Run 1, signal metal coverage by tile:
Scale bar: 20 um. 20 x 20 tiles, from dark blue (low) to red (high), scaled to the fullest tile. Values are wire area over tile area, all layers added.
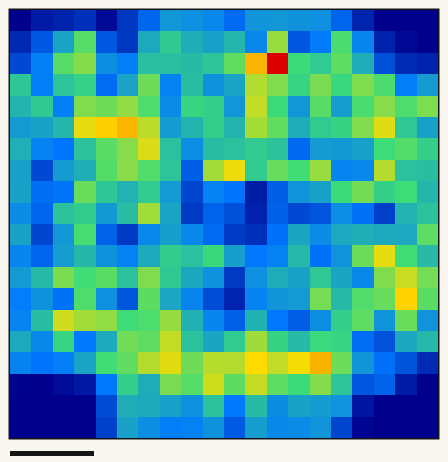
Run 1, cells coloured by class:
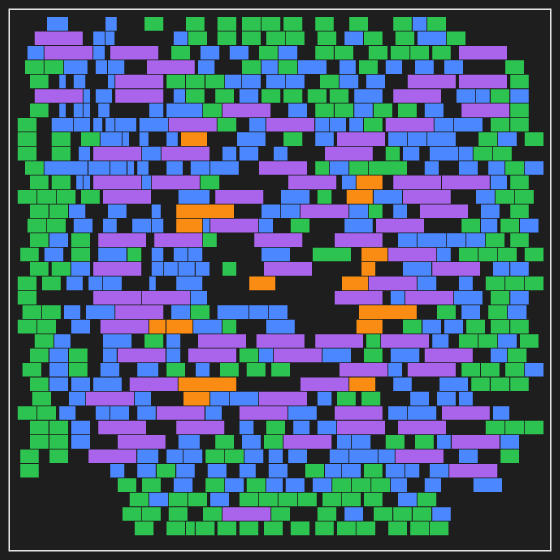
Run 1, cell sizes after repair:
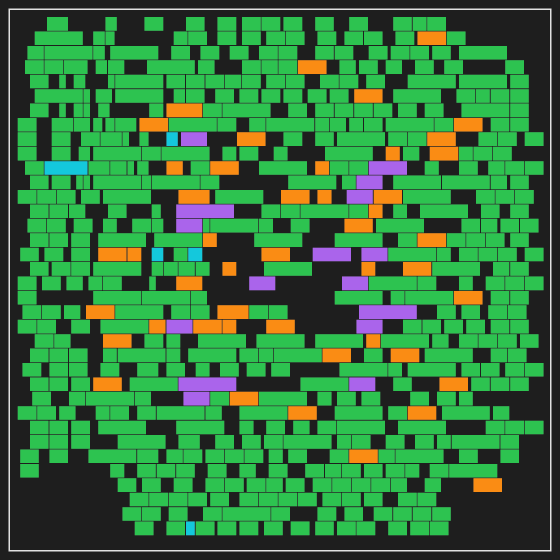
==> config.mk <==
export PLATFORM = sky130hd
export DESIGN_NAME = alu_result_stage_flat
export DESIGN_NICKNAME = d
export VERILOG_FILES = /design/src/rtl/alu_pkg.sv /design/src/rtl/alu_result_stage_if.sv /design/src/rtl/alu_skid_buf.sv /design/src/rtl/alu_result_stage.sv /design/src/flat_wrapper.sv
export SDC_FILE = /design/constraint.sdc
export NUM_CORES = 1
export LEC_CHECK = 0
export ABC_AREA = 0
export CAP_MARGIN = 15
export CORE_UTILIZATION = 45
export CTS_CLUSTER_DIAMETER = 50
export DETAILED_ROUTE_END_ITERATION = 7
export PLACE_DENSITY = 0.87
export RECOVER_POWER = 25
export REMOVE_ABC_BUFFERS = 1
export SETUP_SLACK_MARGIN = 0.4
export SYNTH_ARGS = -nofsm -noshare
export SYNTH_HDL_FRONTEND = slang
export SYNTH_HIERARCHICAL = 1
export SYNTH_SLANG_ARGS = --single-unit
export TNS_END_PERCENT = 50
==> constraint.sdc <==
create_clock -name clk -period 4.15 [get_ports clk]
set_input_delay 0.83 -clock clk [delete_from_list [all_inputs] [get_ports clk]]
set_output_delay 0.83 -clock clk [all_outputs]
set_load 0.005 [all_outputs]
==> src/rtl/alu_pkg.sv <==
// Shared opcode encoding, result width, per-entry bundle type and result selection.
// ALU_FLAGS_EN adds zero/negative flags to every stored bundle.
package alu_pkg;

  localparam int RES_W = 32;

  typedef enum logic [2:0] {
    OP_AND = 3'b000,
    OP_OR  = 3'b001,
    OP_XOR = 3'b010,
    OP_NOR = 3'b011,
    OP_ADD = 3'b100
  } op_e;

  typedef enum logic [1:0] {
    ST_EMPTY = 2'd0,
    ST_ONE   = 2'd1,
    ST_FULL  = 2'd2
  } buf_state_e;

  typedef struct packed {
    logic [RES_W-1:0] result;
    logic             illegal;
`ifdef ALU_FLAGS_EN
    logic             zero;
    logic             neg;
`endif
  } bundle_t;

  // Illegal opcodes yield a zero result tagged illegal rather than a stale value.
  function automatic bundle_t select_result(
    input logic [2:0]       op,
    input logic [RES_W-1:0] and_res,
    input logic [RES_W-1:0] or_res,
    input logic [RES_W-1:0] xor_res,
    input logic [RES_W-1:0] nor_res,
    input logic [RES_W-1:0] add_res
  );
    bundle_t b;
    b = '0;
    case (op)
      OP_AND:  b.result = and_res;
      OP_OR:   b.result = or_res;
      OP_XOR:  b.result = xor_res;
      OP_NOR:  b.result = nor_res;
      OP_ADD:  b.result = add_res;
      default: b.illegal = 1'b1;
    endcase
`ifdef ALU_FLAGS_EN
    b.zero = (b.result == '0);
    b.neg  = b.result[RES_W-1];
`endif
    return b;
  endfunction

endpackage

==> src/rtl/alu_result_stage_if.sv <==
// Upstream/downstream handshake and result bus of alu_result_stage.
// Flag signals exist only when ALU_FLAGS_EN is defined.
interface alu_result_stage_if #(
  parameter int ERR_CNT_W = 8
);
  import alu_pkg::*;

  logic             in_valid;
  logic             in_ready;
  logic [2:0]       op;
  logic [RES_W-1:0] and_res;
  logic [RES_W-1:0] or_res;
  logic [RES_W-1:0] xor_res;
  logic [RES_W-1:0] nor_res;
  logic [RES_W-1:0] add_res;
  logic             out_valid;
  logic             out_ready;
  logic [RES_W-1:0] out_result;
  logic             out_illegal;
`ifdef ALU_FLAGS_EN
  logic             out_zero;
  logic             out_neg;
`endif
  logic [ERR_CNT_W-1:0] err_count;

  modport master (
    output in_valid, op, and_res, or_res, xor_res, nor_res, add_res, out_ready,
    input  in_ready, out_valid, out_result, out_illegal,
`ifdef ALU_FLAGS_EN
    input  out_zero, out_neg,
`endif
    input  err_count
  );

  modport slave (
    input  in_valid, op, and_res, or_res, xor_res, nor_res, add_res, out_ready,
    output in_ready, out_valid, out_result, out_illegal,
`ifdef ALU_FLAGS_EN
    output out_zero, out_neg,
`endif
    output err_count
  );

endinterface

==> src/rtl/alu_skid_buf.sv <==
// Two-entry skid buffer: main register drives the outputs, skid catches the bundle
// accepted while downstream stalls. in_ready is registered to cut the out_ready path.
module alu_skid_buf
  import alu_pkg::*;
#(
  parameter int W = 8
) (
  input  logic         clk,
  input  logic         reset,
  input  logic         in_valid,
  output logic         in_ready,
  input  logic [W-1:0] in_data,
  output logic         out_valid,
  input  logic         out_ready,
  output logic [W-1:0] out_data
);

  buf_state_e   state_q, state_d;
  logic [W-1:0] main_q, main_d;
  logic [W-1:0] skid_q, skid_d;
  logic         in_ready_q;
  logic         push, pop;

  assign push = in_valid && in_ready_q;
  assign pop  = (state_q != ST_EMPTY) && out_ready;

  // NOTE: every variable gets its hold value first so no path through the case infers a latch.
  always_comb begin
    state_d = state_q;
    main_d  = main_q;
    skid_d  = skid_q;
    case (state_q)
      ST_EMPTY: begin
        if (push) begin
          main_d  = in_data;
          state_d = ST_ONE;
        end
      end
      ST_ONE: begin
        if (push && pop) begin
          main_d = in_data;
        end else if (push) begin
          skid_d  = in_data;
          state_d = ST_FULL;
        end else if (pop) begin
          state_d = ST_EMPTY;
        end
      end
      ST_FULL: begin
        if (pop) begin
          main_d  = skid_q;
          state_d = ST_ONE;
        end
      end
      default: state_d = ST_EMPTY;
    endcase
  end

  // NOTE: data registers are reset too, because the cleared payload is visible on the outputs.
  // NOTE: non-blocking assignments so all registers sample the same pre-edge values.
  always_ff @(posedge clk or posedge reset) begin
    if (reset) begin
      state_q    <= ST_EMPTY;
      main_q     <= '0;
      skid_q     <= '0;
      in_ready_q <= 1'b0;
    end else begin
      state_q    <= state_d;
      main_q     <= main_d;
      skid_q     <= skid_d;
      in_ready_q <= (state_d != ST_FULL);
    end
  end

  assign in_ready  = in_ready_q;
  assign out_valid = (state_q != ST_EMPTY);
  assign out_data  = main_q;

endmodule

==> src/rtl/alu_result_stage.sv <==
// ALU result stage: selects the result by opcode, buffers it in a skid buffer and
// counts accepted illegal opcodes (saturating). ALU_FLAGS_EN adds zero/neg flags.
module alu_result_stage
  import alu_pkg::*;
#(
  parameter int ERR_CNT_W = 8
) (
  input logic               clk,
  input logic               reset,
  alu_result_stage_if.slave bus
);

  bundle_t              in_bundle, out_bundle;
  logic                 accept;
  logic [ERR_CNT_W-1:0] err_cnt_q, err_cnt_d;

  assign in_bundle = select_result(bus.op, bus.and_res, bus.or_res, bus.xor_res,
                                   bus.nor_res, bus.add_res);
  assign accept    = bus.in_valid && bus.in_ready;

  alu_skid_buf #(
    .W($bits(bundle_t))
  ) u_skid_buf (
    .clk      (clk),
    .reset    (reset),
    .in_valid (bus.in_valid),
    .in_ready (bus.in_ready),
    .in_data  (in_bundle),
    .out_valid(bus.out_valid),
    .out_ready(bus.out_ready),
    .out_data (out_bundle)
  );

  always_comb begin
    err_cnt_d = err_cnt_q;
    if (accept && in_bundle.illegal && (err_cnt_q != '1)) begin
      err_cnt_d = err_cnt_q + 1'b1;
    end
  end

  always_ff @(posedge clk or posedge reset) begin
    if (reset) begin
      err_cnt_q <= '0;
    end else begin
      err_cnt_q <= err_cnt_d;
    end
  end

  assign bus.out_result  = out_bundle.result;
  assign bus.out_illegal = out_bundle.illegal;
`ifdef ALU_FLAGS_EN
  assign bus.out_zero    = out_bundle.zero;
  assign bus.out_neg     = out_bundle.neg;
`endif
  assign bus.err_count   = err_cnt_q;

endmodule
==> src/flat_wrapper.sv <==
// flat-port wrapper written by rule: the top's interface ports become plain ports
module alu_result_stage_flat import alu_pkg::*;
#(
  parameter int ERR_CNT_W = 8
)
  (clk, reset, bus_in_valid, bus_op, bus_and_res, bus_or_res, bus_xor_res, bus_nor_res, bus_add_res, bus_out_ready, bus_in_ready, bus_out_valid, bus_out_result, bus_out_illegal, bus_err_count);
  alu_result_stage_if #(.ERR_CNT_W(ERR_CNT_W)) bus_i ();
  input logic clk;
  input logic reset;
  input wire logic [$bits(bus_i.in_valid)-1:0] bus_in_valid;
  input wire logic [$bits(bus_i.op)-1:0] bus_op;
  input wire logic [$bits(bus_i.and_res)-1:0] bus_and_res;
  input wire logic [$bits(bus_i.or_res)-1:0] bus_or_res;
  input wire logic [$bits(bus_i.xor_res)-1:0] bus_xor_res;
  input wire logic [$bits(bus_i.nor_res)-1:0] bus_nor_res;
  input wire logic [$bits(bus_i.add_res)-1:0] bus_add_res;
  input wire logic [$bits(bus_i.out_ready)-1:0] bus_out_ready;
  output wire logic [$bits(bus_i.in_ready)-1:0] bus_in_ready;
  output wire logic [$bits(bus_i.out_valid)-1:0] bus_out_valid;
  output wire logic [$bits(bus_i.out_result)-1:0] bus_out_result;
  output wire logic [$bits(bus_i.out_illegal)-1:0] bus_out_illegal;
  output wire logic [$bits(bus_i.err_count)-1:0] bus_err_count;
  assign bus_i.in_valid = bus_in_valid;
  assign bus_i.op = bus_op;
  assign bus_i.and_res = bus_and_res;
  assign bus_i.or_res = bus_or_res;
  assign bus_i.xor_res = bus_xor_res;
  assign bus_i.nor_res = bus_nor_res;
  assign bus_i.add_res = bus_add_res;
  assign bus_i.out_ready = bus_out_ready;
  assign bus_in_ready = bus_i.in_ready;
  assign bus_out_valid = bus_i.out_valid;
  assign bus_out_result = bus_i.out_result;
  assign bus_out_illegal = bus_i.out_illegal;
  assign bus_err_count = bus_i.err_count;
  alu_result_stage #(.ERR_CNT_W(ERR_CNT_W)) u_core (.clk(clk), .reset(reset), .bus(bus_i));
endmodule
==> flow_metrics.py, run 1 <==
# Flow results
metrics = {
    "power_and_ir_drop": {
        "power.share.combinational_pct": 41.8,
        "seq_power_uw": 1320,
        "p_sw_share_pct": 29.15,
        "clock_power_uw": 710,
        "power_uw": 3494,
        "ir_drop_mv": 0.3159,
        "p_int_uw": 2476,
        "powerComb_uw": 1460,
        "p_seq_share_pct": 37.9,
    },
    "finish": {
        "buf_share_pct": 31.69,
        "final-comb-area_sq_um": 2364,
        "final_nets": 723,
        "mostFrequentLayoutCell": "clkdlybuf4s50_1",
        "final_layout_size_suffix_gt1_share_pct": 11.96,
        "area_dominant_class": "combinational gates",
        "nFillCells": 728,
        "syn2layout_area_growth_pct": 54.19,
        "stdcell_count": 693,
        "flops": 77,
        "most-common-layout-cells": "206 x clkdlybuf4s50_1, 77 x dfrtp_1, 33 x o32a_1, 33 x o21a_1, 32 x mux2i_1",
        "clock_buffers": 11,
        "n_all_inverters": 4,
        "fin_area_sq_um": 6924,
        "sh_seq_area_pct": 27.83,
        "final_core_util_pct": 71.17,
        "sh_comb_area_pct": 34.13,
        "seq_area_sq_um": 1927,
        "diodes": 0,
    },
    "timing": {
        "whs_ns": 0.4928,
        "setup_viol": 0,
        "drv_slew": 49,
        "finalCriticalPeriod_ns": 2.948,
        "worst_slew_pin_slew_ns": 1.900,
        "fin_setup_tns_ns": 0,
        "fin_crit_sh_pct": 71.04,
        "hold_viol": 0,
        "fin_skew_ns": 0.01733,
        "rsz0062_at_grt": "false",
        "max_freq_ghz": 0.3392,
    },
    "logic_synthesis": {
        "netlist_logic_family_top": "AND-OR/OR-AND gates",
        "ys_sh_simple_pct": 4.347,
        "ys.flop_type": "dfrtp_1",
        "synthCells": 360,
        "adder_share_pct": 0.2786,
        "area_leaders": "dfrtp_1 43%, mux2_4 10%, o32a_1 7.4%, mux2i_1 7.1%, a221o_1 6.9%",
        "yosys.area.top_type": "dfrtp_1",
        "synthXorXnorAreaFrac_pct": 0.5851,
        "yosysUniqueCellTypes": 40,
        "top_cells_by_count": "77 x dfrtp_1, 33 x o21a_1, 33 x o32a_1",
        "ys_cells": 360,
        "mux_share_pct": 19.42,
        "synthAoiAreaFrac_pct": 27.28,
        "edf_count": 0,
        "postSynthSeqShare_pct": 42.91,
        "most_common_cell": "dfrtp_1",
        "netlist_area_sq_um": 4491,
        "yosysTopAreaCellShare_pct": 42.91,
        "avgSynthCellArea_sq_um": 12.47,
        "synth_flops": 77,
    },
    "grt": {
        "antenna_found_initial": 0,
        "met3_usage_pct": 4.309,
        "grt-ovfl-total": 0,
        "use_met1_pct": 33.26,
    },
    "critical_path": {
        "cp_cell_sequence": "clkdlybuf4s50_1 > nor3_4 > buf_4 > a221o_1 > o32a_1 > o21a_1",
        "crit_end": "u_core/u_skid_buf/out_data[21]",
        "crit_fanout": 20,
        "path_class": "in -> reg",
        "reg2reg_from": "u_core/u_skid_buf/state_q[0]",
        "slowest_delay_ns": 0.89,
        "critPathLaunchType": "input pin",
        "r2r_slack_ns": 2.10,
        "cp_top_family": "buffers and inverters",
        "crit_slowest_cell": "nor3_4",
        "startpoint": "bus_op[0]",
        "cp_data_required_time_ns": 4.42,
        "r2r-end": "u_core/u_skid_buf/out_data[6]",
        "cp.arrival_ns": 3.22,
    },
    "placed_design": {
        "io_buffer_count": 209,
        "pre_cts_slack_ns": 0.8866,
        "hpwl_um": 9998,
        "place_area_sq_um": 6666,
        "gp_congestion": 0.7852,
    },
    "floorplanning": {
        "core_area_sq_um": 9729,
        "pin_count": 210,
        "rows": 36,
        "die-width_um": 101.9,
        "num_tap_cells": 133,
    },
    "routing": {
        "drt_wl_total_um": 14220,
        "postRouteAntennaNets": 0,
        "routed-via-count": 4093,
        "first_pass_iters": 4,
        "via_per_inst": 5.906,
        "first_iter_violations": 129,
    },
    "cts": {
        "clkTransAtPathRegs_ns": 0.08,
        "htreeDepth": 3,
        "clk_path_buf_depth": 2,
        "ctsResizeCount": 0,
        "cts_root_buf": "clkbuf_8",
        "insertion_delay_ns": 0.34,
        "post_cts_buffers": 0,
    },
    "run": {
        "tool_warnings": 25,
        "cap_violations": 1,
    },
    "min_path": {
        "hold_class": "reg -> reg",
        "holdPathEnd": "u_core/u_skid_buf/out_data[12]",
        "worstHoldStart": "u_core/u_skid_buf/out_data[12]",
    },
    "run_status": {
        "status": "complete, but fails checks",
        "violations": "max-capacitance violations, max-slew violations",
    },
}
Back to the opening pictures, 'signal metal coverage by tile':
tiles over half the peak	25%
nearly empty tiles	6.0%
mean over tiles	0.22
fullest tile	0.60

Back to the opening pictures, 'cells coloured by class':
colour	class	cells
orange	clock drivers and dummy loads	16
blue	combinational and other logic	247
purple	flops	77
green	other buffers and delay cells	220

Back to the opening pictures, 'cell sizes after repair':
colour	size	cells
cyan	_2 cells	5
purple	_6 and larger	16
orange	_3 and _4 cells	46
green	_0 and _1 cells	493

Run 1, local utilization:
Scale bar: 20 um. 10 x 10 tiles, from dark blue (low) to red (high), 0 to 100% covered.
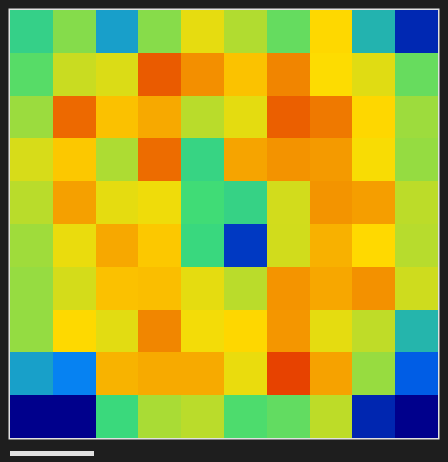

==> inputs of run 2 (changes only) <==
- CORE_UTILIZATION: 45 -> 38
- PLACE_DENSITY: 0.87 -> 0.78
- clock period: 4.15 -> 2.6 ns (I/O delays scaled with it)
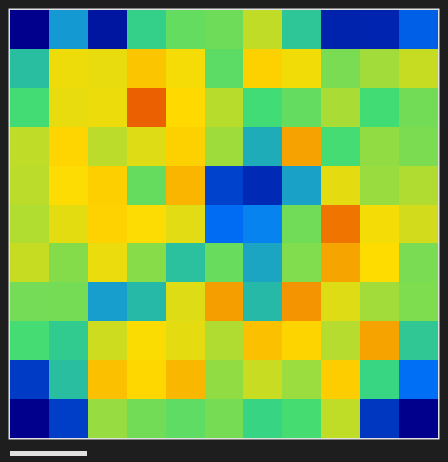
Run 2: local utilization
Scale bar: 20 um. 11 x 11 tiles, from dark blue (low) to red (high), 0 to 100% covered.
fullest tile	89%
mean over tiles	57%
nearly empty tiles	2.5%
tiles over 75% full	17%

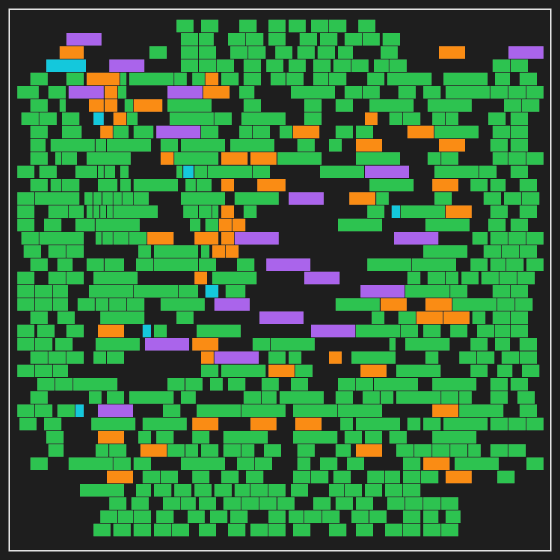
Run 2: cell sizes after repair
colour	size	cells
purple	_6 and larger	19
cyan	_2 cells	7
orange	_3 and _4 cells	53
green	_0 and _1 cells	493

==> flow_metrics.py, run 2 <==
# Flow results
metrics = {
    "run_status": {
        "status": "finished clean",
    },
    "floorplanning": {
        "pin_count": 210,
        "dieArea_sq_um": 12260,
        "core_area_sq_um": 11470,
        "rows": 39,
        "num_tap_cells": 143,
        "die-width_um": 110.7,
    },
    "power_and_ir_drop": {
        "p_int_uw": 3955,
        "power_uw": 5602,
        "p_sw_share_pct": 29.41,
        "p_seq_share_pct": 37.5,
        "powerComb_uw": 2370,
        "ir_drop_mv": 0.4392,
        "seq_power_uw": 2100,
        "power.share.combinational_pct": 42.3,
    },
    "critical_path": {
        "r2r_slack_ns": 0.93,
        "cp_top_family": "AND-OR/OR-AND gates",
        "crit_end": "u_core/u_skid_buf/out_data[20]",
        "cp.arrival_ns": 2.29,
        "slowest_delay_ns": 0.42,
        "crit_fanout": 31,
        "critPathLaunchType": "input pin",
        "r2r-end": "u_core/u_skid_buf/skid_q[22]",
        "startpoint": "bus_op[0]",
        "path_class": "in -> reg",
        "cp_cell_sequence": "dlygate4sd2_1 > nor2_2 > and2_4 > o2bb2ai_1 > a221o_1 > o32a_1 > o21a_1",
        "cp_data_required_time_ns": 2.82,
        "crit_slowest_cell": "dlygate4sd2_1",
        "reg2reg_from": "u_core/u_skid_buf/state_q[1]",
    },
    "finish": {
        "stdcell_count": 715,
        "seq_area_sq_um": 1927,
        "nFillCells": 925,
        "sh_comb_area_pct": 33.15,
        "most-common-layout-cells": "205 x clkdlybuf4s50_1, 77 x dfrtp_1, 33 x o32a_1, 33 x o21a_1, 32 x mux2i_1",
        "mostFrequentLayoutCell": "clkdlybuf4s50_1",
        "buf_share_pct": 33.43,
        "final_nets": 735,
        "clock_buffers": 10,
        "area_dominant_class": "non-clock buffers",
        "final_core_util_pct": 62.37,
        "final_layout_size_suffix_gt1_share_pct": 13.81,
        "n_all_inverters": 4,
        "flops": 77,
        "syn2layout_area_growth_pct": 59.26,
        "fin_area_sq_um": 7152,
        "final-comb-area_sq_um": 2371,
    },
    "placed_design": {
        "hpwl_um": 9733,
        "gp_congestion": 0.7774,
        "pre_cts_slack_ns": -0.04663,
        "place_area_sq_um": 6802,
    },
    "logic_synthesis": {
        "synthXorXnorAreaFrac_pct": 0.5851,
        "adder_share_pct": 0.2786,
        "netlist_logic_family_top": "AND-OR/OR-AND gates",
        "ys_sh_simple_pct": 4.347,
        "yosysUniqueCellTypes": 40,
        "mux_share_pct": 19.42,
        "most_common_cell": "dfrtp_1",
        "avgSynthCellArea_sq_um": 12.47,
        "ys_cells": 360,
        "yosysTopAreaCellShare_pct": 42.91,
        "ys.flop_type": "dfrtp_1",
        "synth_flops": 77,
        "area_leaders": "dfrtp_1 43%, mux2_4 10%, o32a_1 7.4%, mux2i_1 7.1%, a221o_1 6.9%",
        "yosys.area.top_type": "dfrtp_1",
        "edf_count": 0,
        "netlist_area_sq_um": 4491,
    },
    "min_path": {
        "hold_class": "reg -> reg",
        "holdPathEnd": "u_core/u_skid_buf/skid_q[7]",
    },
    "cts": {
        "htreeDepth": 3,
        "clk_path_buf_depth": 2,
        "post_cts_buffers": 3,
        "ctsResizeCount": 1,
        "insertion_delay_ns": 0.32,
    },
    "grt": {
        "grt_pass1_wl_um": 22380,
        "antenna_found_initial": 0,
    },
    "timing": {
        "max_freq_ghz": 0.4818,
        "fin_crit_sh_pct": 79.84,
        "worst_slew_pin_slew_ns": 0.4360,
        "fin_ws_ns": 0.5243,
        "fin_setup_tns_ns": 0,
        "finalCriticalPeriod_ns": 2.076,
        "whs_ns": 0.4902,
        "hold_viol": 0,
        "setup_viol": 0,
    },
    "routing": {
        "first_iter_violations": 197,
        "first_pass_iters": 6,
        "via_per_inst": 5.775,
    },
    "run": {
        "cap_violations": 0,
        "tool_warnings": 25,
    },
}
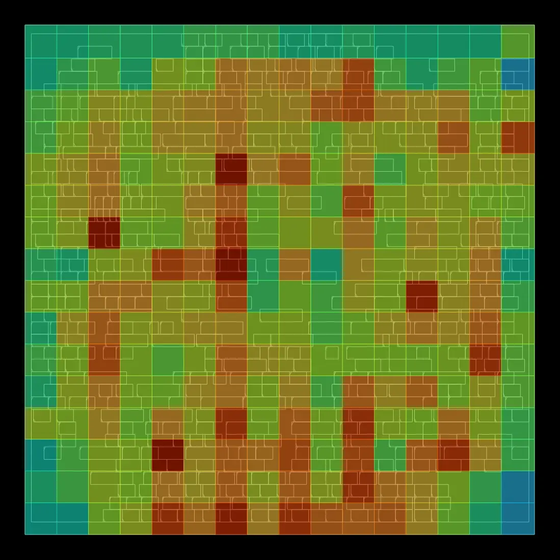
Run 2: routing congestion
met3 Resource Use GR: 5.303%
GRT Total Usage: 22.80%
gr busiest metal: met2
GR Layer Usage met1: 27.71%

